placed.png
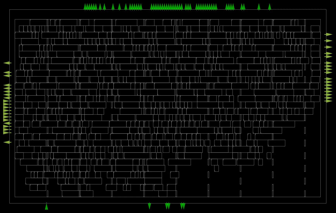
gates.png
Scale: 4 px per µm.
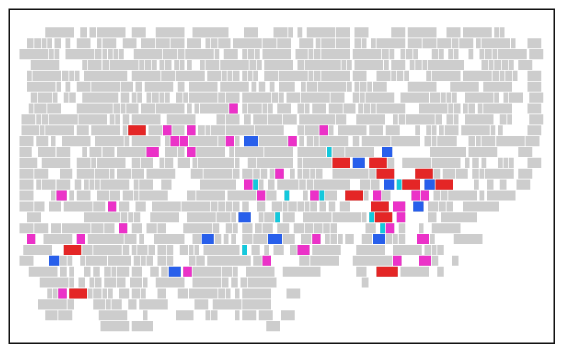
layers.png
Scale: 4 px per µm. Two of the layers only.
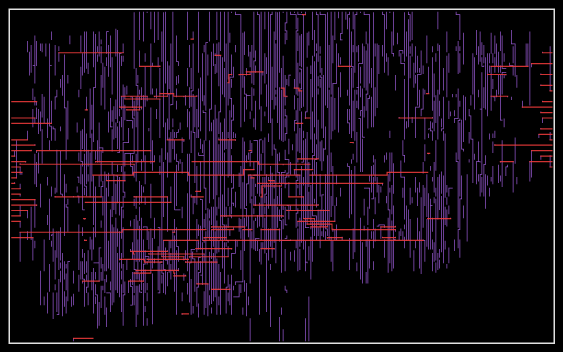
closeup.png
Region (53, 27) to (83, 57) µm. Cells in gray, sequential cells in the stronger gray; small squares are vias.
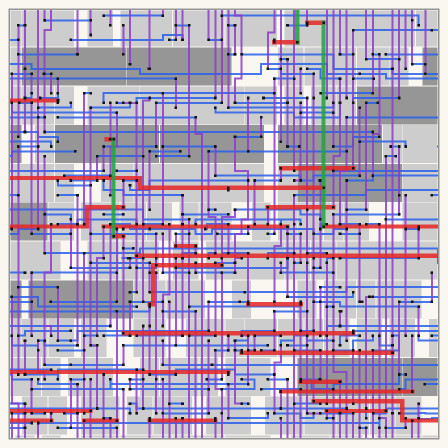
==> config.mk <==
export PLATFORM = sky130hd
export DESIGN_NAME = joybus_rx_frame_flat
export DESIGN_NICKNAME = d
export VERILOG_FILES = /design/src/rtl/joybus_rx_frame_if.sv /design/src/rtl/joybus_rx_frame.sv /design/src/flat_wrapper.sv
export SDC_FILE = /design/constraint.sdc
export NUM_CORES = 1
export LEC_CHECK = 0
export CAP_MARGIN = 10
export CORE_ASPECT_RATIO = 0.6
export CORE_MARGIN = 2
export CORE_UTILIZATION = 50
export DETAILED_ROUTE_END_ITERATION = 8
export GPL_ROUTABILITY_DRIVEN = 0
export PLACE_DENSITY = 0.88
export SYNTH_ARGS = -nofsm -noshare
export SYNTH_HDL_FRONTEND = slang
export SYNTH_SLANG_ARGS = --single-unit
==> constraint.sdc <==
create_clock -name clk -period 2.2 [get_ports clk]
set_input_delay 0.44 -clock clk [delete_from_list [all_inputs] [get_ports clk]]
set_output_delay 0.44 -clock clk [all_outputs]
set_load 0.05 [all_outputs]
==> src/rtl/joybus_rx_frame_if.sv <==
// Control and result bundle between a Joybus RX frame decoder and its consumer.
// The master side arms reception. The slave side is the decoder that reports bits and frame status.
interface joybus_rx_frame_if #(
    parameter int unsigned MAX_BITS = 64,
    parameter int unsigned IDX_W    = $clog2(MAX_BITS + 1)
);
    logic                rx_start;
    logic [IDX_W-1:0]    rx_len;
    logic [MAX_BITS-1:0] rx_data;
    logic [IDX_W-1:0]    rx_bit_cnt;
    logic                bit_valid;
    logic                bit_val;
    logic [IDX_W-1:0]    bit_idx;
    logic                tap_hit;
    logic                rx_done;
    logic [1:0]          rx_err;
    logic                busy;

    modport master (
        output rx_start, rx_len,
        input  rx_data, rx_bit_cnt, bit_valid, bit_val, bit_idx, tap_hit, rx_done, rx_err, busy
    );

    modport slave (
        input  rx_start, rx_len,
        output rx_data, rx_bit_cnt, bit_valid, bit_val, bit_idx, tap_hit, rx_done, rx_err, busy
    );
endinterface

==> src/rtl/joybus_rx_frame.sv <==
// Joybus receive decoder: oversamples the line and votes each bit by its low and high durations.
// It captures a variable-length frame and streams every decoded bit.
module joybus_rx_frame #(
    parameter int unsigned MAX_BITS    = 64,
    parameter int unsigned CNT_W       = 8,
    parameter int unsigned TIMEOUT_CYC = 200,
    parameter int unsigned STOP_CYC    = 100,
    parameter int unsigned TAP_BIT     = 32,
    parameter int unsigned IDX_W       = $clog2(MAX_BITS + 1)
) (
    input  logic             clk,
    input  logic             rst,
    input  logic             jb_rx,
    joybus_rx_frame_if.slave bus
);
    localparam logic [CNT_W-1:0] TMO      = CNT_W'(TIMEOUT_CYC);
    localparam logic [CNT_W-1:0] TMO_M1   = CNT_W'(TIMEOUT_CYC - 1);
    localparam logic [CNT_W-1:0] STOP_M1  = CNT_W'(STOP_CYC - 1);
    localparam bit               TAP_EN   = (TAP_BIT != 0);
    localparam logic [IDX_W-1:0] TAP_IDX  = TAP_EN ? IDX_W'(TAP_BIT - 1) : '0;
    localparam logic [IDX_W-1:0] LEN_MAX  = IDX_W'(MAX_BITS);

    typedef enum logic [2:0] {IDLE, WAIT_LOW, CNT_LOW, CNT_HIGH, DECIDE, STOP, FINISH} state_t;

    state_t              state, state_d;
    logic                sync1, line;
    logic [IDX_W-1:0]    len_q, len_d;
    logic                bad_q, bad_d;
    logic [1:0]          err_q, err_d;
    logic [CNT_W-1:0]    ph_cnt, ph_d, low_len, low_d, high_len, high_d;
    logic                dec_bit;
    logic [MAX_BITS-1:0] data_q, data_d;
    logic [IDX_W-1:0]    cnt_q, cnt_d, bidx_q, bidx_d;
    logic                bv_q, bv_d, bval_q, bval_d, tap_q, tap_d, done_q, done_d, busy_q, busy_d;
    logic [1:0]          rerr_q, rerr_d;

    // State, counters and registered outputs
    always_ff @(posedge clk) begin
        if (rst) begin
            sync1    <= 1'b1;
            line     <= 1'b1;
            state    <= IDLE;
            len_q    <= '0;
            bad_q    <= 1'b0;
            err_q    <= '0;
            ph_cnt   <= '0;
            low_len  <= '0;
            high_len <= '0;
            data_q   <= '0;
            cnt_q    <= '0;
            bidx_q   <= '0;
            bv_q     <= 1'b0;
            bval_q   <= 1'b0;
            tap_q    <= 1'b0;
            done_q   <= 1'b0;
            busy_q   <= 1'b0;
            rerr_q   <= '0;
        end else begin
            sync1    <= jb_rx;
            line     <= sync1;
            state    <= state_d;
            len_q    <= len_d;
            bad_q    <= bad_d;
            err_q    <= err_d;
            ph_cnt   <= ph_d;
            low_len  <= low_d;
            high_len <= high_d;
            data_q   <= data_d;
            cnt_q    <= cnt_d;
            bidx_q   <= bidx_d;
            bv_q     <= bv_d;
            bval_q   <= bval_d;
            tap_q    <= tap_d;
            done_q   <= done_d;
            busy_q   <= busy_d;
            rerr_q   <= rerr_d;
        end
    end

    // Next state; bit results are registered on the edge entering DECIDE, so they are visible during DECIDE
    always_comb begin
        state_d = state;
        len_d   = len_q;
        bad_d   = bad_q;
        err_d   = err_q;
        ph_d    = ph_cnt;
        low_d   = low_len;
        high_d  = high_len;
        data_d  = data_q;
        cnt_d   = cnt_q;
        rerr_d  = rerr_q;
        dec_bit = 1'b0;
        bidx_d  = '0;
        bv_d    = 1'b0;
        bval_d  = 1'b0;
        tap_d   = 1'b0;
        done_d  = 1'b0;

        if (bus.rx_start) begin
            len_d   = bus.rx_len;
            bad_d   = (bus.rx_len == '0) || (bus.rx_len > LEN_MAX);
            err_d   = '0;
            ph_d    = '0;
            low_d   = '0;
            high_d  = '0;
            data_d  = '0;
            cnt_d   = '0;
            rerr_d  = '0;
            state_d = WAIT_LOW;
        end else begin
            unique case (state)
                IDLE: state_d = IDLE;
                WAIT_LOW: begin
                    if (bad_q) begin
                        err_d   = 2'd3;
                        state_d = FINISH;
                    end else if (!line) begin
                        low_d   = CNT_W'(1);
                        state_d = CNT_LOW;
                    end else if (ph_cnt >= TMO_M1) begin
                        ph_d    = TMO;
                        err_d   = 2'd1;
                        state_d = FINISH;
                    end else begin
                        ph_d = ph_cnt + CNT_W'(1);
                    end
                end
                CNT_LOW: begin
                    if (line) begin
                        high_d  = CNT_W'(1);
                        state_d = CNT_HIGH;
                    end else if (low_len >= TMO_M1) begin
                        low_d   = TMO;
                        err_d   = 2'd2;
                        state_d = FINISH;
                    end else begin
                        low_d = low_len + CNT_W'(1);
                    end
                end
                CNT_HIGH: begin
                    if (!line) begin
                        dec_bit = (high_len > low_len);
                        data_d  = (data_q << 1) | MAX_BITS'(dec_bit);
                        cnt_d   = cnt_q + IDX_W'(1);
                        bv_d    = 1'b1;
                        bval_d  = dec_bit;
                        bidx_d  = cnt_q;
                        tap_d   = TAP_EN && (cnt_q == TAP_IDX);
                        state_d = DECIDE;
                    end else if (high_len >= TMO_M1) begin
                        high_d  = TMO;
                        err_d   = 2'd2;
                        state_d = FINISH;
                    end else begin
                        high_d = high_len + CNT_W'(1);
                    end
                end
                DECIDE: begin
                    // Edge cycle plus this cycle already belong to the next low phase
                    low_d   = CNT_W'(2);
                    high_d  = '0;
                    ph_d    = '0;
                    state_d = (cnt_q == len_q) ? STOP : CNT_LOW;
                end
                STOP: begin
                    if (line || (ph_cnt >= STOP_M1)) begin
                        err_d   = 2'd0;
                        state_d = FINISH;
                    end else begin
                        ph_d = ph_cnt + CNT_W'(1);
                    end
                end
                FINISH: begin
                    done_d  = 1'b1;
                    rerr_d  = err_q;
                    state_d = IDLE;
                end
                default: state_d = IDLE;
            endcase
        end
        busy_d = (state_d != IDLE);
    end

    assign bus.rx_data    = data_q;
    assign bus.rx_bit_cnt = cnt_q;
    assign bus.bit_valid  = bv_q;
    assign bus.bit_val    = bval_q;
    assign bus.bit_idx    = bidx_q;
    assign bus.tap_hit    = tap_q;
    assign bus.rx_done    = done_q;
    assign bus.rx_err     = rerr_q;
    assign bus.busy       = busy_q;
endmodule

==> src/flat_wrapper.sv <==
// flat-port wrapper written by rule: the top's interface ports become plain ports
module joybus_rx_frame_flat 
#(
    parameter int unsigned MAX_BITS    = 64,
    parameter int unsigned CNT_W       = 8,
    parameter int unsigned TIMEOUT_CYC = 200,
    parameter int unsigned STOP_CYC    = 100,
    parameter int unsigned TAP_BIT     = 32,
    parameter int unsigned IDX_W       = $clog2(MAX_BITS + 1)
)
  (clk, rst, jb_rx, bus_rx_start, bus_rx_len, bus_rx_data, bus_rx_bit_cnt, bus_bit_valid, bus_bit_val, bus_bit_idx, bus_tap_hit, bus_rx_done, bus_rx_err, bus_busy);
  joybus_rx_frame_if #(.MAX_BITS(MAX_BITS), .IDX_W(IDX_W)) bus_i ();
  input  logic clk;
  input  logic rst;
  input  logic jb_rx;
  input wire logic [$bits(bus_i.rx_start)-1:0] bus_rx_start;
  input wire logic [$bits(bus_i.rx_len)-1:0] bus_rx_len;
  output wire logic [$bits(bus_i.rx_data)-1:0] bus_rx_data;
  output wire logic [$bits(bus_i.rx_bit_cnt)-1:0] bus_rx_bit_cnt;
  output wire logic [$bits(bus_i.bit_valid)-1:0] bus_bit_valid;
  output wire logic [$bits(bus_i.bit_val)-1:0] bus_bit_val;
  output wire logic [$bits(bus_i.bit_idx)-1:0] bus_bit_idx;
  output wire logic [$bits(bus_i.tap_hit)-1:0] bus_tap_hit;
  output wire logic [$bits(bus_i.rx_done)-1:0] bus_rx_done;
  output wire logic [$bits(bus_i.rx_err)-1:0] bus_rx_err;
  output wire logic [$bits(bus_i.busy)-1:0] bus_busy;
  assign bus_i.rx_start = bus_rx_start;
  assign bus_i.rx_len = bus_rx_len;
  assign bus_rx_data = bus_i.rx_data;
  assign bus_rx_bit_cnt = bus_i.rx_bit_cnt;
  assign bus_bit_valid = bus_i.bit_valid;
  assign bus_bit_val = bus_i.bit_val;
  assign bus_bit_idx = bus_i.bit_idx;
  assign bus_tap_hit = bus_i.tap_hit;
  assign bus_rx_done = bus_i.rx_done;
  assign bus_rx_err = bus_i.rx_err;
  assign bus_busy = bus_i.busy;
  joybus_rx_frame #(.MAX_BITS(MAX_BITS), .CNT_W(CNT_W), .TIMEOUT_CYC(TIMEOUT_CYC), .STOP_CYC(STOP_CYC), .TAP_BIT(TAP_BIT), .IDX_W(IDX_W)) u_core (.clk(clk), .rst(rst), .jb_rx(jb_rx), .bus(bus_i));
endmodule
==> impl_metrics.tcl <==
# yosys + openroad results
set metrics [dict create \
    run_status "finished, final reports clean" \
    finalSetupViolations 0 \
    setup.worst_path.class "register to register" \
    placement.cell_area_um2 6420 \
    layout-area-overhead-vs-synth_pct 35.4 \
    whs_endpoint "u_core.line" \
    number_of_synthesized_flops_with_an_enable_pin 0 \
    drt_iter0_drc 409 \
    post-dp-hpwl_mm 9.52 \
    intPower_w 0.00406 \
    crit-reg2reg-capture "u_core.bus.busy" \
    warnings 27 \
    mappedNetlistArea_um2 5220 \
    sinks_on_clock_net 124 \
    cts_tree "built" \
    floorplan_core_density 0.522 \
    cp_max_fo 5 \
    cts_buffer_depth 2 \
    insertion_delay_ns 0.42 \
    grt-ovfl-total 0 \
    ctsHtreeMaxLevel 4 \
    share_comb_of_total_power 0.038 \
    synth_cell_types 54 \
    die_area_um2 11300 \
    die_x_um 136 \
    cp_data_arrival_time_ns 2.44 \
    cts-resized-gates 4 \
    path_category_of_the_worst_min_delay_check "register to register" \
    setup_tns_final_ns 0 \
    finalNetCount 762 \
    ys_cells 635 \
    final.period_utilization 0.980 \
    hp-start "u_core.sync1" \
    drt-pass1-iter-count 5 \
    synthFlopType "sky130_fd_sc_hd__dfxtp_1" \
    syn_avg_cell_area_um2 8.21 \
    route.antenna.remaining_nets 0 \
    min_period_ns 2.16 \
    reg2reg_setup_slack_ns 0.04 \
    final_cell_mix "sky130_fd_sc_hd__nand2_1, sky130_fd_sc_hd__dfxtp_1, sky130_fd_sc_hd__a21oi_1" \
    floorplan.rows 28 \
    whs_path_depth 1 \
    fraction_of_power_consumed_by_sequential_logic 0.432 \
    irDropWorstVdd_mv 0.635 \
    p_sw_w 0.00124 \
    vertical_extent_of_the_die_um 83.1 \
    required_ns 2.49 \
    drv_cap 0 \
    drc 0 \
    ys_seq_frac 0.476 \
    cts_buffers 17 \
    post_cts_buffers 0 \
    fillCellCount 722 \
    layout-drive-gt1-share 0.101 \
    antenna_found_initial 0 \
    reg2reg_depth 6 \
    highest_attainable_clock_frequency_mhz 464 \
    io_buffers 95 \
    tightestPinTransition_ns 0.578 \
    number_of_slew_limit_violations_in_the_final_report 0 \
    largest_register_ff_count 64 \
    power_per_cell_area_nw_per_um2 751 \
    power_frac_clock 0.530 \
    finalHoldViolations 0 \
    fin_util 0.707 \
    power_switching_share 0.234 \
    setup.worst_path.end_class "register" \
    syn-instance-count 635 \
    synth_flops 124 \
    p_seq_w 0.00229 \
    fraction_of_registers_with_async_set_reset 0 \
    synthesis.nets 659 \
    finClkSkew_ns 0.00790 \
    grt_pass1_wl_mm 24.1 \
    p_leak_nw 2.54 \
    dominant_power_group "clock" \
    clk-power_w 0.00281 \
    first_global_vias 4769 \
    slew_headroom 0.614 \
    yosysWarnings 0 \
    post_cts_hold_buffer_count 0 \
    rr_startpoint "u_core.high_len[0]" \
    power_dissipated_in_combinational_cells_w 0.000201 \
    antenna_diodes 0 \
    pin_count_of_the_biggest_net_entering_global_routing 66 \
    routed_via_density 5.70 \
    clockRootBuffer "sky130_fd_sc_hd__clkbuf_16" \
    io-pin-count 96 \
    yosys_stat_chip_area_um2 5220 \
    category_of_the_worst_setup_path_launch_point "register" \
    dp_cells 853 \
    cts.clk_slew.worst_paths_ns 0.06 \
    finish.instance_area_um2 7060 \
]
## Picture notes: placed.png
fraction of area in registers: 0.352
number of tapcells: 135
core area: 9980 µm²

## Picture notes: gates.png
| family | color | cells |
|---|---|---|
| fa/ha/maj cells | red | 13 |
| non-inverting ao/oa cells | blue | 12 |
| and/or cells | magenta | 33 |
| inv cells | cyan | 9 |
Non-Filler Instances: 886
Commonest Layout Cell: sky130_fd_sc_hd__nand2_1
logic share of the area: 0.368

## Picture notes: layers.png
| layer | color | wire length |
|---|---|---|
| M3 | red | 909 µm |
| M2 | purple | 7190 µm |
total detailed-routing wirelength: 14.9 mm
detailed-route wire length per cell: 16.8 µm
total number of vias: 5052
GR Util All Layers: 0.266

## Picture notes: closeup.png
| layer | color |
|---|---|
| M3 | red |
| M1 | blue |
| M2 | purple |
| M4 | green |
netlist names of flops here include: u_core.low_len (5), u_core.bus.bit_idx (3)
sequential cells in the window: 9
cells with their middle in the window: 92
most frequent: nand2_1 (10), a21oi_1 (9), dfxtp_1 (9)

[critical path, stage by stage, from the launching register on]
cell and delay [ns]:
sky130_fd_sc_hd__dfxtp_1 0.34, sky130_fd_sc_hd__ha_2 0.23, sky130_fd_sc_hd__a2111oi_4 0.47, sky130_fd_sc_hd__o311ai_1 0.13
sky130_fd_sc_hd__o311a_1 0.17, sky130_fd_sc_hd__o31a_1 0.31, sky130_fd_sc_hd__or3_1 0.37
[per-stage QoR]
step / setup slack, ns / hold WS [ns] / total power, W
after global routing: -0.0707 / 0.441 / 0.00543
final: 0.0437 / 0.427 / 0.00530
after global placement: 0.0660 / 0.393 / 0.00251
after detailed placement: 0.0177 / 0.408 / 0.00252
after CTS: 0.00582 / 0.431 / 0.00530
after floorplan: 0.205 / 0.389 / 0.00245
[synth_stat cells, types with 4 or more instances]
master	n	area, µm²
sky130_fd_sc_hd__buf_2	5	25.0
sky130_fd_sc_hd__inv_1	8	30.0
sky130_fd_sc_hd__nand3_1	11	55.1
sky130_fd_sc_hd__nor3_1	11	55.1
sky130_fd_sc_hd__and3_1	19	119
sky130_fd_sc_hd__ha_1	13	163
sky130_fd_sc_hd__dfxtp_1	124	2480
sky130_fd_sc_hd__clkbuf_1	21	78.8
sky130_fd_sc_hd__xnor2_1	11	96.3
sky130_fd_sc_hd__a211oi_1	6	45.0
sky130_fd_sc_hd__o21ai_1	7	35.0
sky130_fd_sc_hd__nor2b_1	6	37.5
sky130_fd_sc_hd__xor2_1	8	70.1
sky130_fd_sc_hd__o21ai_0	11	55.1
sky130_fd_sc_hd__buf_1	8	30.0
sky130_fd_sc_hd__nand4_1	10	62.6
sky130_fd_sc_hd__nor2_1	42	158
sky130_fd_sc_hd__nor4_1	4	25.0
sky130_fd_sc_hd__o22ai_1	4	25.0
sky130_fd_sc_hd__a21oi_1	91	455
sky130_fd_sc_hd__nand2_1	154	578
sky130_fd_sc_hd__mux2i_1	10	100
[layout make-up]
type                       instances  area, µm²  share of cell area
clock inverter                    14        158              0.0223
inverter                           9       33.8             0.00479
multi-input combinational        466       2600               0.368
tap                              135        169              0.0239
sequential                       124       2480               0.352
timing repair buffer             120       1180               0.167
clock buffer                      18        439              0.0622
[worst max path at each step]
stage	to	slack, ns	start
6_report	u_core.bus.busy	0.04	u_core.high_len[0]
5_1_grt	u_core.bus.busy	-0.07	u_core.state[0]
4_1_cts	bus_rx_bit_cnt[4]	0.006	u_core.bus.rx_bit_cnt[4]
3_5_place_dp	u_core.bus.busy	0.02	u_core.high_len[0]
3_3_place_gp	u_core.bus.busy	0.07	u_core.high_len[0]
2_1_floorplan	u_core.bus.busy	0.20	u_core.high_len[0]
[logic make-up after synthesis]
group,share of synthesized area
multiplexers,0.0192
buffers and inverters,0.0350
AND/OR/NAND/NOR,0.238
XOR/XNOR,0.0319
AND-OR/OR-AND,0.169
adder cells (fa/ha/maj),0.0312
flip-flops,0.476
[layer usage]
metal	vias up	track usage	share of wire
met5	-	0	0
met4	0	0.0966	0.017
met3	29	0.0513	0.061
met2	207	0.435	0.48
met1	2418	0.351	0.44
li1	2398	-	-
No activity file was given, so power comes from the tool's default toggle rates.
